Fig. 1: pin placement
Pins as bars across the die edge, other pins in grey.
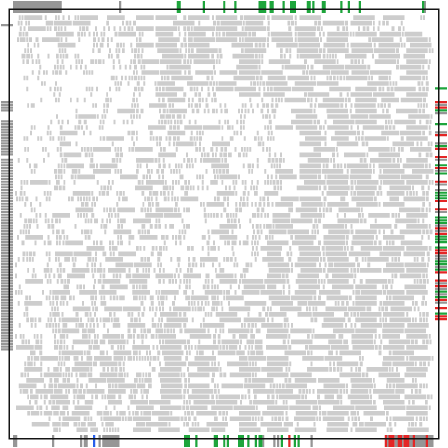
Fig. 2: I/O nets highlighted
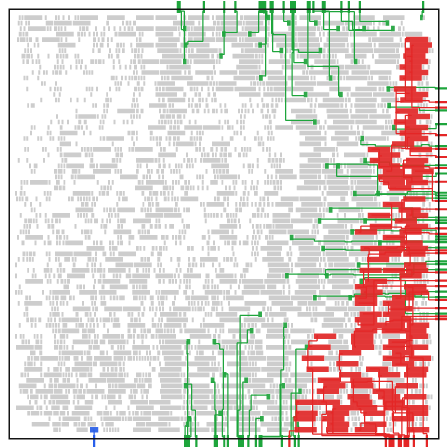
Fig. 3: clock network drawn from the DEF
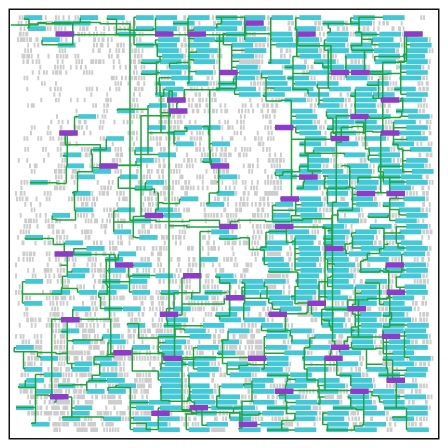
Fig. 4: cell placement
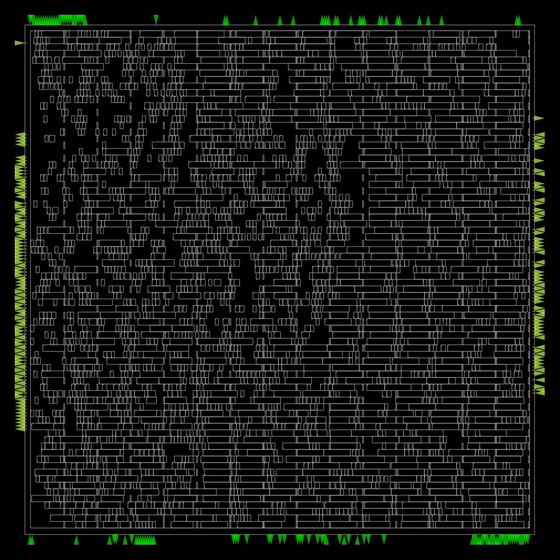
`config.mk`:
```
export PLATFORM = sky130hd
export DESIGN_NAME = rv_fetch_unit
export DESIGN_NICKNAME = d
export VERILOG_FILES = /design/src/rtl/rv_fetch_pkg.sv /design/src/rtl/rv_fetch_fifo.sv /design/src/rtl/rv_fetch_fifo_chk.sv /design/src/rtl/rv_fetch_unit.sv
export SDC_FILE = /design/constraint.sdc
export NUM_CORES = 1
export LEC_CHECK = 0
export ABC_AREA = 1
export CAP_MARGIN = 20
export CORE_MARGIN = 2
export CORE_UTILIZATION = 58
export DETAILED_ROUTE_END_ITERATION = 8
export DONT_BUFFER_PORTS = 1
export MAX_ROUTING_LAYER = met4
export PLACE_DENSITY = 0.73
export SYNTH_ARGS = -nofsm -noshare
export SYNTH_HDL_FRONTEND = slang
export SYNTH_SLANG_ARGS = --single-unit
```
`constraint.sdc`:
```
create_clock -name clk -period 5.5 [get_ports clk]
set_input_delay 0.825 -clock clk [delete_from_list [all_inputs] [get_ports clk]]
set_output_delay 0.825 -clock clk [all_outputs]
set_load 0.02 [all_outputs]
```
`src/rtl/rv_fetch_pkg.sv`:
```
// Shared types and constants for the instruction fetch unit.
// The prefetch entry carries the fetched word, its PC and the bus-error flag.
package rv_fetch_pkg;

  localparam int PKG_XLEN = 64;
  localparam int ILEN     = 32;

  localparam logic [ILEN-1:0]     RV_NOP  = 32'h0000_0013;
  localparam logic [PKG_XLEN-1:0] PC_STEP = 64'd4;

  typedef struct packed {
    logic [ILEN-1:0]     instr;
    logic [PKG_XLEN-1:0] pc;
    logic                err;
  } fetch_entry_t;

endpackage

```
`src/rtl/rv_fetch_fifo.sv`:
```
// Prefetch buffer: synchronous FIFO of fetch entries with flush taking priority
// over push/pop. The head entry is visible combinationally.
module rv_fetch_fifo
  import rv_fetch_pkg::*;
#(
  parameter int DEPTH = 4,
  localparam int AW = $clog2(DEPTH),
  localparam int CW = AW + 1
) (
  input  logic         clk,
  input  logic         reset,
  input  logic         flush,
  input  logic         push,
  input  logic         pop,
  input  fetch_entry_t wr_entry,
  output fetch_entry_t head,
  output logic [CW-1:0] count,
  output logic         empty
);

  fetch_entry_t    mem_r [DEPTH];
  logic [AW-1:0]   wr_ptr_r;
  logic [AW-1:0]   rd_ptr_r;
  logic [CW-1:0]   count_r;
  logic            full_s;
  logic            do_push_s;
  logic            do_pop_s;

  // Occupancy flags and qualified push/pop strobes.
  always_comb begin
    full_s    = (count_r == CW'(DEPTH));
    empty     = (count_r == {CW{1'b0}});
    do_push_s = push && !full_s && !flush;
    do_pop_s  = pop && !empty && !flush;
    count     = count_r;
    head      = mem_r[rd_ptr_r];
  end

  // Pointer and occupancy registers.
  always_ff @(posedge clk or posedge reset) begin
    if (reset) begin
      wr_ptr_r <= {AW{1'b0}};
      rd_ptr_r <= {AW{1'b0}};
      count_r  <= {CW{1'b0}};
    end else if (flush) begin
      wr_ptr_r <= {AW{1'b0}};
      rd_ptr_r <= {AW{1'b0}};
      count_r  <= {CW{1'b0}};
    end else begin
      if (do_push_s) wr_ptr_r <= wr_ptr_r + AW'(1);
      if (do_pop_s)  rd_ptr_r <= rd_ptr_r + AW'(1);
      count_r <= count_r + CW'(do_push_s) - CW'(do_pop_s);
    end
  end

  // Entry storage; contents are don't-care until written.
  always_ff @(posedge clk) begin
    if (do_push_s) mem_r[wr_ptr_r] <= wr_entry;
  end

  rv_fetch_fifo_chk u_chk (
    .clk   (clk),
    .reset (reset),
    .push  (push && !flush),
    .pop   (pop && !flush),
    .full  (full_s),
    .empty (empty)
  );

endmodule

```
`src/rtl/rv_fetch_fifo_chk.sv`:
```
// Protocol checks for the prefetch FIFO, kept apart from the datapath.
module rv_fetch_fifo_chk (
  input logic clk,
  input logic reset,
  input logic push,
  input logic pop,
  input logic full,
  input logic empty
);

  // The fetch credit scheme must never let a response land in a full buffer.
  assert property (@(posedge clk) disable iff (reset) !(push && full));
  assert property (@(posedge clk) disable iff (reset) !(pop && empty));

endmodule

```
`src/rtl/rv_fetch_unit.sv`:
```
// Instruction fetch front end: sequential PC generation, credit-limited req/gnt
// issue, in-order response buffering and redirect flush with in-flight drop.
module rv_fetch_unit
  import rv_fetch_pkg::*;
#(
  parameter int              XLEN       = PKG_XLEN,
  parameter int              FIFO_DEPTH = 4,
  parameter logic [XLEN-1:0] RESET_PC   = 64'h0
) (
  input  logic            clk,
  input  logic            reset,
  input  logic            redirect_valid,
  input  logic [XLEN-1:0] redirect_pc,
  output logic            imem_req,
  output logic [XLEN-1:0] imem_addr,
  input  logic            imem_gnt,
  input  logic            imem_rvalid,
  input  logic [31:0]     imem_rdata,
  input  logic            imem_err,
  output logic            instr_valid,
  output logic [31:0]     instr,
  output logic [XLEN-1:0] instr_pc,
  output logic            instr_err,
  input  logic            instr_ready
);

  localparam int CW    = $clog2(FIFO_DEPTH) + 1;
  localparam int SUM_W = CW + 1;
  localparam logic [XLEN-1:0] PC_MASK = {{(XLEN-2){1'b1}}, 2'b00};

  logic [XLEN-1:0] fetch_pc_r;
  logic [XLEN-1:0] resp_pc_r;
  logic [CW-1:0]   outstanding_r;
  logic [CW-1:0]   drop_cnt_r;
  logic [CW-1:0]   fifo_count_s;
  logic            fifo_empty_s;
  fetch_entry_t    head_s;
  fetch_entry_t    wr_entry_s;
  logic            credit_s;
  logic            xfer_s;
  logic            drop_s;
  logic            push_s;
  logic            pop_s;
  logic [XLEN-1:0] redirect_base_s;

  // Credit, handshake and FIFO control; in-flight plus buffered never exceeds depth.
  always_comb begin
    credit_s        = ({1'b0, outstanding_r} + {1'b0, fifo_count_s}) < SUM_W'(FIFO_DEPTH);
    imem_req        = credit_s && !redirect_valid && !reset;
    imem_addr       = fetch_pc_r;
    xfer_s          = imem_req && imem_gnt;
    drop_s          = redirect_valid || (drop_cnt_r != {CW{1'b0}});
    push_s          = imem_rvalid && !drop_s;
    pop_s           = !fifo_empty_s && instr_ready && !redirect_valid;
    wr_entry_s      = '{instr: imem_rdata, pc: resp_pc_r, err: imem_err};
    redirect_base_s = redirect_pc & PC_MASK;
  end

  // Core-facing view of the FIFO head; NOP when nothing is buffered.
  always_comb begin
    instr_valid = !fifo_empty_s;
    if (fifo_empty_s) begin
      instr     = RV_NOP;
      instr_pc  = {XLEN{1'b0}};
      instr_err = 1'b0;
    end else begin
      instr     = head_s.instr;
      instr_pc  = head_s.pc;
      instr_err = head_s.err;
    end
  end

  // PC and request accounting; a redirect retires every old in-flight response as a drop.
  always_ff @(posedge clk or posedge reset) begin
    if (reset) begin
      fetch_pc_r    <= RESET_PC;
      resp_pc_r     <= RESET_PC;
      outstanding_r <= {CW{1'b0}};
      drop_cnt_r    <= {CW{1'b0}};
    end else begin
      outstanding_r <= outstanding_r + CW'(xfer_s) - CW'(imem_rvalid);
      if (redirect_valid) begin
        fetch_pc_r <= redirect_base_s;
        resp_pc_r  <= redirect_base_s;
        drop_cnt_r <= outstanding_r - CW'(imem_rvalid);
      end else begin
        if (xfer_s) fetch_pc_r <= fetch_pc_r + PC_STEP;
        if (push_s) resp_pc_r <= resp_pc_r + PC_STEP;
        if (imem_rvalid && (drop_cnt_r != {CW{1'b0}})) drop_cnt_r <= drop_cnt_r - CW'(1);
      end
    end
  end

  rv_fetch_fifo #(
    .DEPTH (FIFO_DEPTH)
  ) u_fifo (
    .clk      (clk),
    .reset    (reset),
    .flush    (redirect_valid),
    .push     (push_s),
    .pop      (pop_s),
    .wr_entry (wr_entry_s),
    .head     (head_s),
    .count    (fifo_count_s),
    .empty    (fifo_empty_s)
  );

endmodule

```
==> Slide: Implementation Results <==
Synthesis and Place & Route Summary

Run status
  – Status: finished clean

Finish
  – Final clock-cell share: around 6%
  – Layout sequential cell count: between 500 and 600
  – Signal buf overhead: 0.992%
  – Nets: 2906
  – Commonest Layout Cell: nand2_1
  – Final Util: a little under two thirds
  – Max-area cell class: sequential cells
  – Sequential Area: 14800 µm²
  – Buffers excl. clock: 26
  – Layout Cells excl Fill: 3411
  – Clk_buf instances: 76
  – Logic share of the area: 32.7%
  – # diodes: 0
  – Fill count: about 3600
  – Multi-input logic area: just under 9000 µm²
  – Comb gates: 1968
  – Non-clk invs: around 220
  – Synth-to-Final Area Change: 8.80%
  – Fraction of area in registers: 54.5%
  – Most numerous logic cells after layout: nand2_1 (618), nor2_1 (603), edfxtp_1 (380)
  – Share of layout cells above drive strength 1: 6.05%
  – Final Instance Area: 27300 µm²

CTS
  – Clk slew on worst S/H paths: 0.06 ns
  – Post-CTS Setup Inserts: 0
  – Worst-skew pair later-pin latency: 0.61 ns
  – CTS tree: done
  – CTS max path bufs: 3
  – Clock Sinks: 517
  – CTS Buf Count: 51
  – Cts hold-fix bufs: 0
  – Clock root buffer: clkbuf_16
  – Htree depth: 2
  – Post-CTS sizing: 0

Flow run
  – Max_cap viols: 0
  – Tool warning count: 37

Place
  – Placed cells: 3317
  – Half-perimeter wire length after placement: a little under 50000 µm
  – Pre-CTS setup slack: 1.76 ns
  – Number of port buffers: 0
  – DP Area: 25600 µm²
  – GPL Wtd Cong: 0.959

Critical path
  – Critical Path Max Stage Delay: 0.72 ns
  – CP Launch Type: flop
  – Worst reg2reg startpoint: drop_cnt_r[0]
  – Reg2Reg Capture Point: u_fifo.mem_r[3][94]
  – Crit path kind: flop to output pin
  – Crit path DAT: 3.44 ns
  – Worst Reg-to-Reg Cells: 9
  – Cell family with most CP delay: buffers and inverters
  – Stages on the worst setup path: 5
  – Endpoint class of the critical path: output pin
  – CP max-delay cell: dfrtp_4
  – CP cell instances: clkinv_2, buf_4, nor2_1, o21ai_0, a21oi_1
  – CP Max Fanout: 63
  – Worst Setup EP: instr_pc[30]
  – Worst R2R Setup Slack: about 2.0 ns
  – Data required time of the worst path: 4.68 ns
  – CP Buf/Inv Count: 2
  – Setup crit start: u_fifo.rd_ptr_r[1]

Final timing
  – Final TNS setup: 0 ns
  – Fmax: 235 MHz
  – Hold Violations, Final: 0
  – Endpoints failing setup: 0
  – Worst hold slack: about 0.078 ns
  – Final tally of max-slew violations: 0
  – Worst-Margin Slew: 1.04 ns
  – Tmin final: roughly 4.3 ns
  – Final setup margin: 1.24 ns
  – Final period util: 77.5%
  – RSZ-0062 raised after global routing: false
  – Relative slew margins: between 30% and 40%

Routing
  – First-pass iteration count of the detailed router: 5
  – Drc violations: 0
  – Max layer used: met4
  – WL final: 72200 µm
  – Drt wl/cell: 21.2 µm
  – Via density: 5.73
  – Routed wl met3: between 5000 and 6000 µm
  – Via count: 19500
  – Initial drt markers: about 1700
  – DR WL met2: 33800 µm
  – Final ANT Viol Nets: 0
  – M1 WL: 30500 µm

Die
  – Core area: 42900 µm²
  – Die area: between 40000 and 50000 µm²
  – Chip width: between 200 and 250 µm
  – Fp util: 58.4%
  – Chip Height: 212 µm
  – Num ports: 266

Global route
  – GR Util met2: 51.5%
  – Busiest layer in global routing: met2
  – Met3 Use GR: 5.76%
  – Vias in the first global route: 18100
  – Initial antenna violation count: 0
  – Grt ovf: 0
  – Met1 Track Usage GR: 44.3%
  – First-pass GRT wire length: 108000 µm
  – Largest net degree at the start of global routing: 192
  – Total track usage: 33.0%

Synth
  – Mux share: 0%
  – Adder share: 0.959%
  – Yosys aoi share: roughly 8.6%
  – EDFF count, synth: between 300 and 400
  – Mapped Avg Cell Area: 8.91 µm²
  – Number of cells in Yosys stat: 2811
  – Synth Flop Type: edfxtp_1
  – Library cells used by synthesis: 37
  – Top-area cell share: 45.5%
  – Xor+xnor area frac: 1.36%
  – Asr flop ratio synth: roughly a quarter
  – Register area share after synthesis: 59.2%
  – Yosys stat area: about 25000 µm²
  – Simple Share, Synth: 24.5%
  – Syn Std Cell Area: between 20000 and 30000 µm²
  – Synthesis warning total: 0
  – Yosys top cell by area: edfxtp_1
  – Cell count after synthesis: 2811
  – Top comb family, area: simple AND/OR/NAND/NOR gates
  – Top cells, area: edfxtp_1 (46%), dfrtp_1 (14%), nand2_1 (9.3%), nor2_1 (9.1%), o21ai_0 (5.3%)
  – Ys flops: about 520

Power
  – Pleak: roughly 10 nW
  – Total Power: 0.0115 W
  – PwrDens: 422 nW/µm²
  – Worst vdd ir: 0.405 mV

Min path
  – HP Class: input port to async pin
Notes on Fig. 1 above:
- `instr_pc`: green (pins 64; direction output; edge 24 top, 22 right, 18 bottom)
- `imem_rdata`: red (pins 32; direction input; edge 20 right, 12 bottom)
- `imem_gnt`: blue (pins 1; direction input; edge bottom)

Notes on Fig. 2 above:
- `instr_pc`: green (direction output; edge 24 top, 22 right, 18 bottom; end cells 64; wire 2330 µm)
- `imem_gnt`: blue (direction input; edge bottom; end cells 1; wire 4.00 µm)
- `imem_rdata`: red (direction input; edge 20 right, 12 bottom; end cells 128; wire 1710 µm)

Notes on Fig. 3 above:
- clock wires: green (length 5850 µm)
- cells driving clock nets: purple (count 51)
- flip-flops: cyan (count 517)
- flops lie: spread over the die
Worst Clk Skew: 0.0325 ns
Clk power: 0.00345 W

Notes on Fig. 4 above:
Tapcell Cnt: 585
# rows: 76

Yosys cell counts (all sizes together) (14+ instances only):
cell type  count
nor2         644
nand2        628
edfxtp       380
o21ai        281
inv          210
nand3        166
dfrtp        137
a21oi        107
buf           60
clkbuf        48
nand4         37
xor2          25
o211ai        20
ha            16
xnor2         14
where the power goes:
part           internal, W  leakage, nW  switching, W
clock              0.00196        0.806       0.00149
sequential         0.00459         5.10      0.000643
combinational     0.000658         4.33       0.00216
total              0.00720         10.2       0.00429
registers in the layout, summed over array words and instances (netlist names):
register and cells:
outstanding_r 3, resp_pc_r 62, imem_addr 62, u_fifo.wr_ptr_r 2, drop_cnt_r 3, u_fifo.mem_r 380, u_fifo.count 3, u_fifo.rd_ptr_r 2
Power figures rest on the tool's default switching activity, not on a simulated workload.
